===== config.mk =====
export PLATFORM = sky130hd
export DESIGN_NAME = display_scan_ctrl
export DESIGN_NICKNAME = d
export VERILOG_FILES = /design/src/rtl/display_scan_ctrl.sv
export SDC_FILE = /design/constraint.sdc
export NUM_CORES = 1
export LEC_CHECK = 0
export CORE_MARGIN = 2
export CORE_UTILIZATION = 30
export CTS_BUF_LIST = sky130_fd_sc_hd__clkbuf_2 sky130_fd_sc_hd__clkbuf_4 sky130_fd_sc_hd__clkbuf_8
export DETAILED_ROUTE_END_ITERATION = 8
export SYNTH_ARGS = -nofsm -noshare
export SYNTH_HDL_FRONTEND = slang
export SYNTH_SLANG_ARGS = --single-unit

===== constraint.sdc =====
create_clock -name clk -period 1.6 [get_ports clk]
set_input_delay 0.24 -clock clk [delete_from_list [all_inputs] [get_ports clk]]
set_output_delay 0.24 -clock clk [all_outputs]
set_load 0.03 [all_outputs]

===== src/rtl/display_scan_ctrl.sv =====
// display_scan_ctrl
// Four-digit multiplexed seven-segment scanner with a double-buffered value.
// A write lands in a pending register. The pending register is copied into
// the shown register only at a frame boundary, so one frame never mixes
// digits from two different writes.
// Every output is a register loaded from a decode of the scan state, so no
// input reaches an output combinationally.
// Optional feature: define LEADING_ZERO_BLANK_EN to blank leading zero digits.
module display_scan_ctrl #(
    parameter int CLK_DIV = 50000
) (
    input  logic        clk,
    input  logic        rst,
    input  logic [15:0] value,
    input  logic        load,
    output logic [3:0]  an,
    output logic [0:6]  disp,
    output logic        frame_done
);

    localparam int CW = $clog2(CLK_DIV);

    logic [CW-1:0] cnt_q, cnt_d;
    logic [1:0]    idx_q, idx_d;
    logic [15:0]   pending_q, pending_d;
    logic [15:0]   shown_q, shown_d;
    logic [3:0]    an_q, an_d;
    logic [0:6]    disp_q, disp_d;
    logic          fd_q, fd_d;

    logic          slotEnd;
    logic          frameEdge;
    logic [3:0]    curDigit;
    logic          leadBlank;
    logic [0:6]    segCode;

    // Next scan position and buffer contents. A write that arrives on the
    // frame edge bypasses pending and goes straight into the shown register.
    always_comb begin
        slotEnd   = (cnt_q == CW'(CLK_DIV - 1));
        frameEdge = slotEnd && (idx_q == 2'd3);
        cnt_d     = slotEnd ? '0 : cnt_q + CW'(1);
        idx_d     = slotEnd ? idx_q + 2'd1 : idx_q;
        pending_d = load ? value : pending_q;
        shown_d   = shown_q;
        if (frameEdge) begin
            shown_d = load ? value : pending_q;
        end
    end

    // Select the digit in the current slot and work out whether it is a
    // leading zero. Only the shown register is used for this, never pending.
    always_comb begin
        curDigit  = shown_q[{idx_q, 2'b00} +: 4];
        leadBlank = 1'b0;
`ifdef LEADING_ZERO_BLANK_EN
        case (idx_q)
            2'd3:    leadBlank = (shown_q[15:12] == 4'h0);
            2'd2:    leadBlank = (shown_q[15:8]  == 12'h000);
            2'd1:    leadBlank = (shown_q[15:4]  == 12'h000);
            default: leadBlank = 1'b0;
        endcase
`endif
    end

    // Active-low segment pattern, written as a..g from left to right.
    // Codes above 9 produce a blank digit.
    always_comb begin
        case (curDigit)
            4'd0:    segCode = 7'b0000001;
            4'd1:    segCode = 7'b1001111;
            4'd2:    segCode = 7'b0010010;
            4'd3:    segCode = 7'b0000110;
            4'd4:    segCode = 7'b1001100;
            4'd5:    segCode = 7'b0100100;
            4'd6:    segCode = 7'b0100000;
            4'd7:    segCode = 7'b0001111;
            4'd8:    segCode = 7'b0000000;
            4'd9:    segCode = 7'b0000100;
            default: segCode = 7'b1111111;
        endcase
    end

    // Output decode from the present registered state. The first cycle of
    // each slot is the blank phase, which stops ghosting between digits.
    always_comb begin
        an_d   = 4'b1111;
        disp_d = 7'b1111111;
        fd_d   = (cnt_q == '0) && (idx_q == 2'd0);
        if (cnt_q != '0) begin
            an_d = ~(4'b0001 << idx_q);
            if (!leadBlank) begin
                disp_d = segCode;
            end
        end
    end

    // State and output registers. Reset wins over a write and discards both
    // buffers and the scan position.
    always_ff @(posedge clk) begin
        if (rst) begin
            cnt_q     <= '0;
            idx_q     <= 2'd0;
            pending_q <= 16'h0000;
            shown_q   <= 16'h0000;
            an_q      <= 4'b1111;
            disp_q    <= 7'b1111111;
            fd_q      <= 1'b0;
        end else begin
            cnt_q     <= cnt_d;
            idx_q     <= idx_d;
            pending_q <= pending_d;
            shown_q   <= shown_d;
            an_q      <= an_d;
            disp_q    <= disp_d;
            fd_q      <= fd_d;
        end
    end

    assign an         = an_q;
    assign disp       = disp_q;
    assign frame_done = fd_q;

endmodule


Run 1, clock routing:
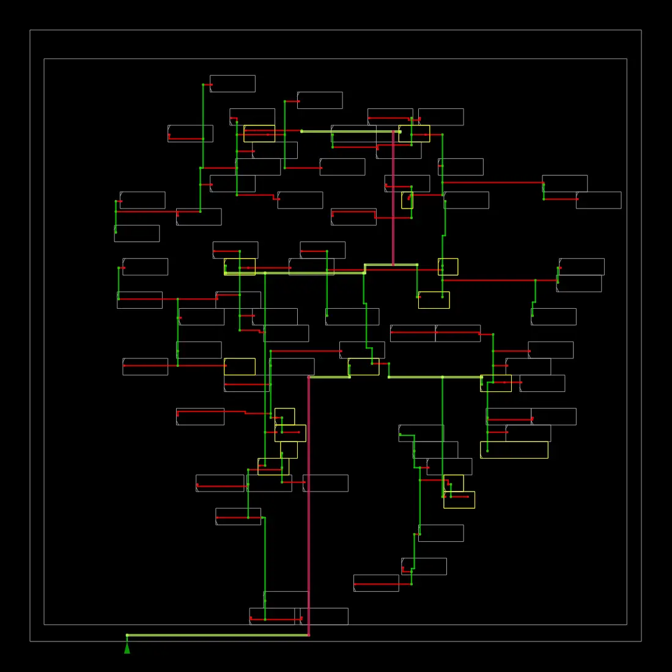
clock sinks: 62
P_clk: 1.41 mW

Run 1, the metal 2 layer:
Drawn at 4 px/µm.
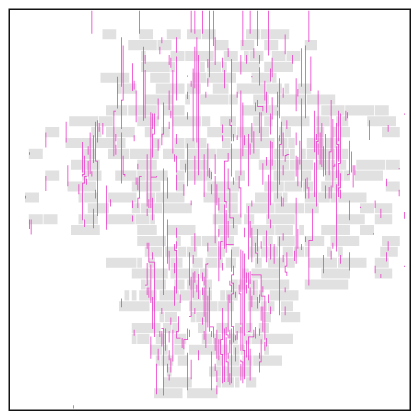
nets with wire on the layer	277
wire length on this layer	2,270 µm

Run 1, close-up of the layout:
Window x 65 to 85, y 65 to 85 µm. Cells in gray, sequential cells in the stronger gray; small squares are vias.
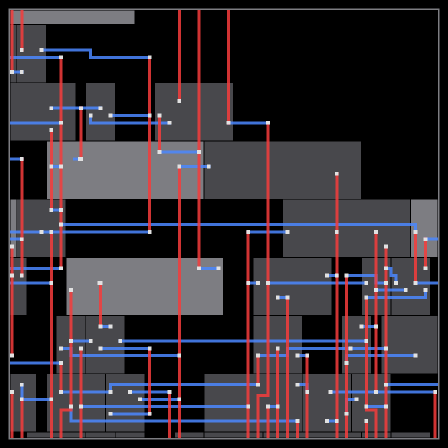
color	layer
red	met2
blue	met1
cells with their middle in the window	22
sequential cells in the window	2
netlist names of flops here include	disp (1), pending_q (1)
most frequent	nor2_1 (4)

==> CHANGELOG.md, run 1 <==
### Implementation results

* Critical path endpoint: disp[3]
* F_max at 0.602 GHz
* Iter 0 DRT Violations at 47
* CTS root buf: clkbuf_8
* Initial Util at 31.3%
* Dpl cell area at 3420 µm²
* Syn Area/Cell at 10.4 µm²
* Die area at 9980 µm²
* Max-slew violation count at 0
* Leak at 1.54 nW
* Die Ht at 99.9 µm
* Clk slew on worst S/H paths at 0.07 ns
* PortBufs at 30
* H-tree levels at 3
* Initial antenna violation count at 0
* Global route overflow at 0
* Worst Path Arrival at 1.88 ns
* Yosys warnings at 0
* Sw power at 0.795 mW
* Core ar. at 8810 µm²
* Synthesized area at 2760 µm²
* Final worst setup slack at -0.0611 ns
* Worst Setup SP: idx_q[0]
* Inst Count DP at 421
* HP Start: cnt_q[0]
* Vias per cell at 4.41
* Number of global-route vias before repair at 1,809
* Internal at 2.49 mW
* Cts hold-fix bufs at 0
* Post-Place Worst Slack at -0.129 ns
* Area of the multi-input gates at 1420 µm²
* Combinational fraction of design power at 8.0%
* Actual slew at the worst max-slew pin at 0.319 ns
* Cell taking the most area after synthesis: dfxtp_1
* Status: complete, but fails checks
* Top power group: registers
* Top cells by count: dfxtp_1, nor2_1, mux2i_1, nor2b_1, ha_1
* Post-synth top area share at 45.0%
* # fillers at 834
* Yosys synthesis chip area at 2760 µm²
* Post-Synthesis Cells at 265
* WHS Path Cells at 1
* Clock period minus worst slack at 1.66 ns
* Count leader, synth: dfxtp_1
* End of the worst hold path: cnt_q[0]
* Maximum Capacitance Violations at 0
* Seq share, synth at 45.0%
* Net Sw Frac at 24.2%
* FF-to-FF setup slack at -0.06 ns
* Max-slew headroom at 78.7%
* R2R depth at 5
* Power Sequential at 1.61 mW
* Num rows at 34
* Setup-violating endpoint count in the final report at 6
* Required time worst endpoint at 1.82 ns
* Peak supply drop at 0.304 mV
* Final period util at 104%
* Crit end category: register
* First-pass GRT wire length at 8740 µm
* Nets at 356
* Synth area leaders: dfxtp_1, mux2i_1, ha_1, mux2_4, nor2_1
* EDFF count, synth at 0
* Dpl hpwl at 3770 µm
* Wire per inst at 11.9 µm
* CTS Buffer Depth at 2
* GRT Total Usage at 11.2%
* Clk pwr share at 43.0%
* Num CTS Buffers at 9
* Worst-path maximum fanout at 5
* Final instance area at 3650 µm²
* Yosys stat cell total at 265
* RSZ-0062 raised after global routing: true
* Async S/R FF share, synth at 0%
* FF+latch count, synth at 62
* Count of tool warnings at 38
* Post-route DRC at 0
* Failing checks: setup timing
* Synth Flop Type: dfxtp_1
* RR Startpoint: idx_q[0]
* Comb pwr at 0.262 mW
* PD cells at 900 nW/µm²
* Diodes inserted at 0
* Skew final at 0.0126 ns
* Setup TNS at -0.126 ns
* DRT Pass-1 Iters at 4
* Area Overhead vs Synth at 32.4%
* Via Count at 1,930
* Largest net degree at the start of global routing at 18
* FF+latch area at 1250 µm²
* Synth unique cells at 37
* Die Width at 99.9 µm
* Share of cells above drive strength 1 at 26.4%
* Most frequent cells in the layout: dfxtp_1, nor2_1, buf_4
* Critical setup path kind: register to register
* Syn nets at 296
* Hold Vio Cnt, Final at 0
* Drt total wl at 5190 µm
* IO Pins at 31
* RePlAce Congestion at 0.768
* Antenna viol nets, final at 0
* Late-Pin Clk Latency at 0.34 ns
* Non-Filler Instances at 438
* Top cell excl fill/tap: dfxtp_1
* Setup crit start kind: register
* CTS tree: done
* FF-to-FF End: disp[3]
* Sequential share of power at 49.0%
* HP Class: register to register
* WHS at 0.466 ns
-- run 1: layer usage --
layer / part of all wire [%] / vias to the layer above / track usage [%]
met5: 0 / - / 0
met4: 1.2 / 0 / 4.74
met3: 3.8 / 4 / 4.18
met2: 44 / 35 / 16.0
met1: 51 / 876 / 15.2
li1: - / 1015 / -
-- run 1: layout make-up --
type / count / area share, %
clock buffers: 10 / 3.77
clock inverters: 6 / 1.88
inverters: 10 / 1.03
multi-input cells: 178 / 38.8
flip-flops and latches: 62 / 34.2
well taps: 108 / 3.70
repair buffers: 64 / 16.6
-- run 1: worst max-delay path: stages, from the launching register on --
cell and delay (ns):
dfxtp_4 0.38, mux4_2 0.56, ha_2 0.20, or2_4 0.23, a21oi_2 0.11, o21ai_1 0.06
-- run 1: flip-flops by register name, indices dropped and copies added, names as in the netlist --
| signal | count |
|---|---|
| shown_q | 16 |
| disp | 7 |
| frame_done | 1 |
| cnt_q | 16 |
| idx_q | 2 |
| an | 4 |
| pending_q | 16 |
-- run 1: kinds of logic after synthesis --
logic type | count (synthesis) | synth area share [%]
adders and majority gates | 12 | 5.44
AOI/OAI and AO/OA | 21 | 4.26
xor gates and xnor gates | 12 | 3.81
buffers and inverters | 25 | 4.49
DFF | 62 | 45.0
and+or+nand+nor | 95 | 19.3
muxes | 38 | 17.7
-- run 1: through the flow --
| step | total power, mW | utilization (%) |
|---|---|---|
| 3_5_place_dp | 1.92 | 38.8 |
| 2_1_floorplan | 1.79 | - |
| 5_1_grt | 3.43 | 41.5 |
| 4_1_cts | 3.34 | 41.2 |
| 3_3_place_gp | 1.91 | 38.8 |
| 6_report | 3.29 | 41.5 |
-- run 1: what timing repair did --
action,4_1_cts,5_1_grt
gates resized,3,8
setup buffers,1,0
pin swaps,0,2
setup endpoints to repair,8,23
hold endpoints to repair,0,0
Run 1, signal wires by layer:
Drawn at 6 px/µm. Two of the layers only.
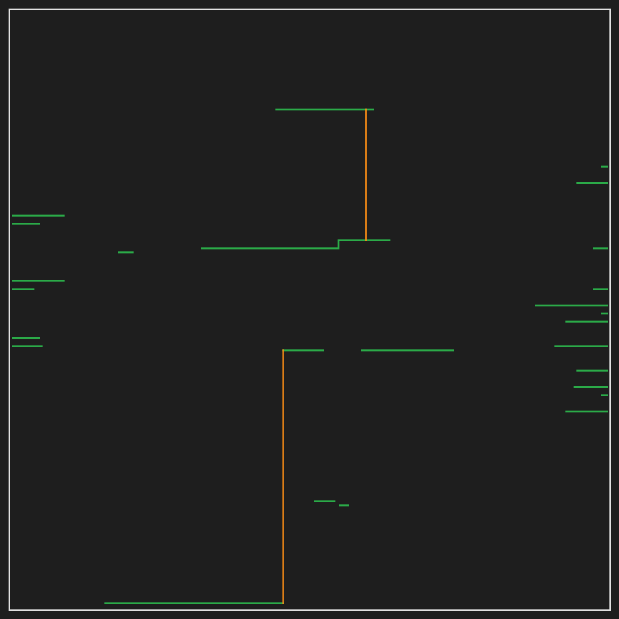

==> run 2, diff against run 1 <==
--- a/config.mk
+++ b/config.mk
@@ -5,7 +5,6 @@
 export SDC_FILE = /design/constraint.sdc
 export NUM_CORES = 1
 export LEC_CHECK = 0
-export CORE_MARGIN = 2
 export CORE_UTILIZATION = 30
 export CTS_BUF_LIST = sky130_fd_sc_hd__clkbuf_2 sky130_fd_sc_hd__clkbuf_4 sky130_fd_sc_hd__clkbuf_8
 export DETAILED_ROUTE_END_ITERATION = 8
Run 2, signal wires by layer:
Drawn at 6 px/µm. Two of the layers only.
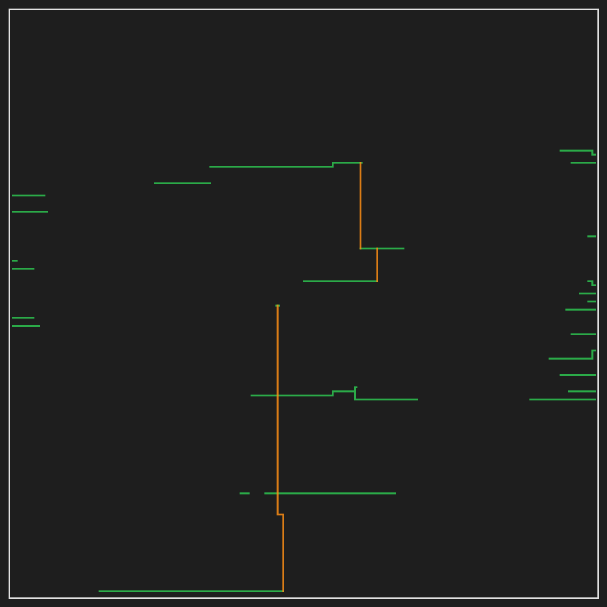
color	layer	wire length
green	met3	217 µm
orange	met4	68.2 µm

==> run 2 against run 1 <==
Against the previous run:
- power is 10% higher
- the flow finishes with violations (DRC, setup timing)
- critical path depth is the same
- combinational power is 5% higher
- largest cell class unchanged
- worst setup slack worse by 0.027 ns
- design area increased by 2.8%
- die area down 4.0%
- highest routed layer unchanged
- via count rose by 4.5%
- register-to-register slack got worse by 0.03 ns
- flip-flop count unchanged
- first-iteration DRC count is 100% higher
==> CHANGELOG.md, run 2 <==
### Implementation results

* Post-route DRC at 3 (+3)
* FF-to-FF End: disp[0]
* Area of the multi-input gates at 1450 µm² (+2.2%)
* Count leader, synth: dfxtp_1
* EDFF count, synth at 0 (unchanged)
* Die Ht at 97.9 µm (-2.0%)
* Skew final at 0.0121 ns (-0.000571 ns)
* Cell taking the most area after synthesis: dfxtp_1
* Post-Synthesis Cells at 265 (unchanged)
* Syn Area/Cell at 10.4 µm² (unchanged)
* Share of cells above drive strength 1 at 28.4% (+2.1 points)
* Non-CTS buffers at 68 (+6.3%)
* Number of global-route vias before repair at 1,930 (+6.7%)
* Synthesized area at 2760 µm² (unchanged)
* Vias per cell at 4.56 (+3.6%)
* PortBufs at 30 (unchanged)
* Via Count at 2,017 (+4.5%)
* Largest net degree at the start of global routing at 25 (+7)
* Cell breakdown of the critical path: mux4_2 -> ha_2 -> or2_4 -> a21oi_2 -> o21ai_1
* Clock sinks at 62 (unchanged)
* Final instance area at 3750 µm² (+2.8%)
* Actual slew at the worst max-slew pin at 0.322 ns (+0.00254 ns)
* F_max at 0.593 GHz (-1.6%)
* Wire per inst at 12.1 µm (+1.9%)
* Dpl cell area at 3440 µm² (+0.66%)
* CTS Buffer Depth at 2 (unchanged)
* Synth area leaders: dfxtp_1, mux2i_1, ha_1, mux2_4, nor2_1
* Final period util at 105% (+1.7 points)
* Initial antenna violation count at 0 (unchanged)
* Invs w/o clock at 10 (unchanged)
* Top delay family on crit path: multiplexers
* Num rows at 34 (unchanged)
* Area Overhead vs Synth at 36.1%
* Failing checks: DRC, setup timing
* First-pass GRT wire length at 9110 µm (+4.3%)
* Combinational fraction of design power at 7.6% (-0.4 points)
* Maximum Capacitance Violations at 0 (unchanged)
* Most frequent cells in the layout: dfxtp_1, buf_4, nor2_1
* Crit end category: register
* RePlAce Congestion at 0.756 (-1.6%)
* WHS Path Cells at 1 (unchanged)
* Syn nets at 296 (unchanged)
* PD cells at 967 nW/µm² (+7.5%)
* Slowest CP cell: mux4_2
* Setup crit start kind: register
* M2 GR Usage at 19.0% (+3.0 points)
* RR Startpoint: idx_q[0]
* Largest regs: cnt_q x16, pending_q x16, shown_q x16
* Peak supply drop at 0.423 mV (+39%)
* Synth unique cells at 37 (unchanged)
* CTS root buf: clkbuf_8
* Worst Setup SP: idx_q[0]
* NonClk Buf Share at 16.9% (+0.25 points)
* Flip-flop and latch count at 62 (unchanged)
* Non-Filler Instances at 442 (+0.91%)
* R2R depth at 5 (unchanged)
* Die area at 9580 µm² (-4.0%)
* # fillers at 813 (-2.5%)
* Tap cells at 108 (unchanged)
* Max-slew headroom at 78.5% (-0.17 points)
* RSZ-0062 raised after global routing: true
* Comb/total area at 38.6% (-0.22 points)
* Mi-comb count at 178 (unchanged)
* Status: complete, but fails checks
* WHS at 0.474 ns (+0.00817 ns)
* Initial Util at 31.3% (unchanged)
* IO Pins at 31 (unchanged)
* Max-slew violation count at 0 (unchanged)
* Seq share, synth at 45.0% (unchanged)
* Max-area cell class: logic gates
* H-tree levels at 3 (unchanged)
* CTS tree: done
* Count of tool warnings at 38 (unchanged)
* Antenna viol nets, final at 0 (unchanged)
* Wire length on met1 at 2600 µm (-2.2%)
* FF+latch count, synth at 62 (unchanged)
* Die Width at 97.9 µm (-2.0%)
* Worst Path Arrival at 1.91 ns (+0.03 ns)
* Post-synth top area share at 45.0% (unchanged)
* Met2 WL at 2460 µm (+8.0%)
* Setup-violating endpoint count in the final report at 7 (+1)
* Clk pwr share at 48.1% (+5.1 points)
* Util after Layout at 42.6% (+1.2 points)
* Sequential share of power at 44.4% (-4.6 points)
* Final worst setup slack at -0.0878 ns (-0.0266 ns)
* Core ar. at 8810 µm² (unchanged)
* End of the worst hold path: cnt_q[0]
* FF+latch area at 1250 µm² (-0.10%)
* Required time worst endpoint at 1.82 ns (about the same)
* Iter 0 DRT Violations at 95 (+100%)
* Sw power at 0.835 mW (+5.1%)
* Leak at 1.59 nW (+3.2%)
* Top Layer Used: met4
* Drt total wl at 5340 µm (+2.8%)
* Dpl hpwl at 3820 µm (+1.3%)
* Net Sw Frac at 23.0% (-1.2 points)
* Clock period minus worst slack at 1.69 ns (+0.0266 ns)
* Synth Flop Type: dfxtp_1
* Top cell excl fill/tap: dfxtp_1
* FF-to-FF setup slack at -0.09 ns (-0.03 ns)
* Yosys stat cell total at 265 (unchanged)
* Yosys warnings at 0 (unchanged)
* DRT Pass-1 Iters at 6 (+2)
* Global route overflow at 0 (unchanged)
* Final clock-cell share at 6.70% (+1.0 points)
* Met1 Resource Use GR at 15.3% (+0.16 points)
* Max incr delay on CP at 0.56 ns (about the same)
* Worst-path maximum fanout at 5 (unchanged)
* Nets at 360 (+1.1%)
* Clk slew on worst S/H paths at 0.08 ns (about the same)
* Internal at 2.80 mW (+12%)
* WL met3 at 217 µm (+10%)
* HP Start: cnt_q[0]
* Busiest grt layer: met2
* Top cells by count: dfxtp_1, nor2_1, mux2i_1, nor2b_1, ha_1
* Yosys synthesis chip area at 2760 µm² (unchanged)
* Inst Count DP at 424 (+0.71%)
* Diodes inserted at 0 (unchanged)
* Clock buffers at 9 (-1)
* GRT Total Usage at 12.1% (+0.87 points)
* Grt met3 use at 3.72% (-0.46 points)
* Async S/R FF share, synth at 0% (unchanged)
* Critical setup path kind: register to register
* Flop share of the area at 33.2% (-0.96 points)
* HP Class: register to register
* Bufs and invs on worst path at 0 (unchanged)
* Hold Vio Cnt, Final at 0 (unchanged)
Run 2, clock routing:
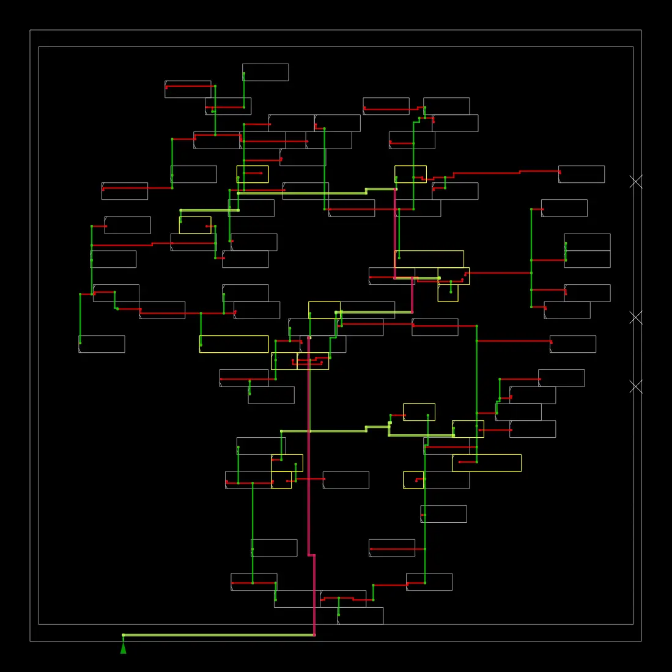
Num CTS Buffers: 9
Late-Pin Clk Latency: 0.34 ns

## run 2: cell types whose count changed in the layout (fill, tap and decap cells not counted), moves of 2 or more
| cell | change |
|---|---|
| buf_4 | +4 |
| clkdlybuf4s50_1 | +3 |
| bufinv_16 | +2 |
| clkinv_4 | -2 |
| dlymetal6s2s_1 | -2 |
| inv_6 | +2 |
| nor2b_1 | -2 |
## run 2: metrics by stage
step,TNS (ns),setup WS (ns),power [mW]
4_1_cts,-0.450,-0.0926,3.67
5_1_grt,-0.958,-0.180,3.78
3_5_place_dp,-1.37,-0.184,1.92
6_report,-0.379,-0.0878,3.63
2_1_floorplan,-0.375,-0.0849,1.79
3_3_place_gp,-0.922,-0.127,1.92
## run 2: kinds of logic after synthesis
group	share of synthesized area, %
and+or+nand+nor	19.3
DFF	45.0
muxes	17.7
buffers and inverters	4.49
AOI/OAI and AO/OA	4.26
xor gates and xnor gates	3.81
adders and majority gates	5.44
## run 2: worst max-delay path by stage
stage / end / slack, ns / depth (start not counted)
after detailed placement: disp[1] / -0.18 / 6
after global routing: disp[4] / -0.18 / 6
final: disp[0] / -0.09 / 5
after global placement: disp[1] / -0.13 / 6
after CTS: disp[3] / -0.09 / 5
after floorplan: disp[4] / -0.08 / 7
## run 2: what timing repair did
| action | 4_1_cts | 5_1_grt |
|---|---|---|
| pin swaps | 1 | 5 |
| setup endpoints to repair | 11 | 30 |
| buffers inserted | 1 | 1 |
| resized | 3 | 11 |
| hold buffers | 0 | 0 |
## run 2: power groups by stage
stage	Combinational, mW	Clock [mW]	Sequential [mW]
2_1_floorplan	0.0984	0	1.69
3_3_place_gp	0.274	0	1.65
3_5_place_dp	0.276	0	1.65
4_1_cts	0.277	1.78	1.61
5_1_grt	0.300	1.86	1.62
6_report	0.275	1.75	1.61
Power and IR drop assume default switching activity.
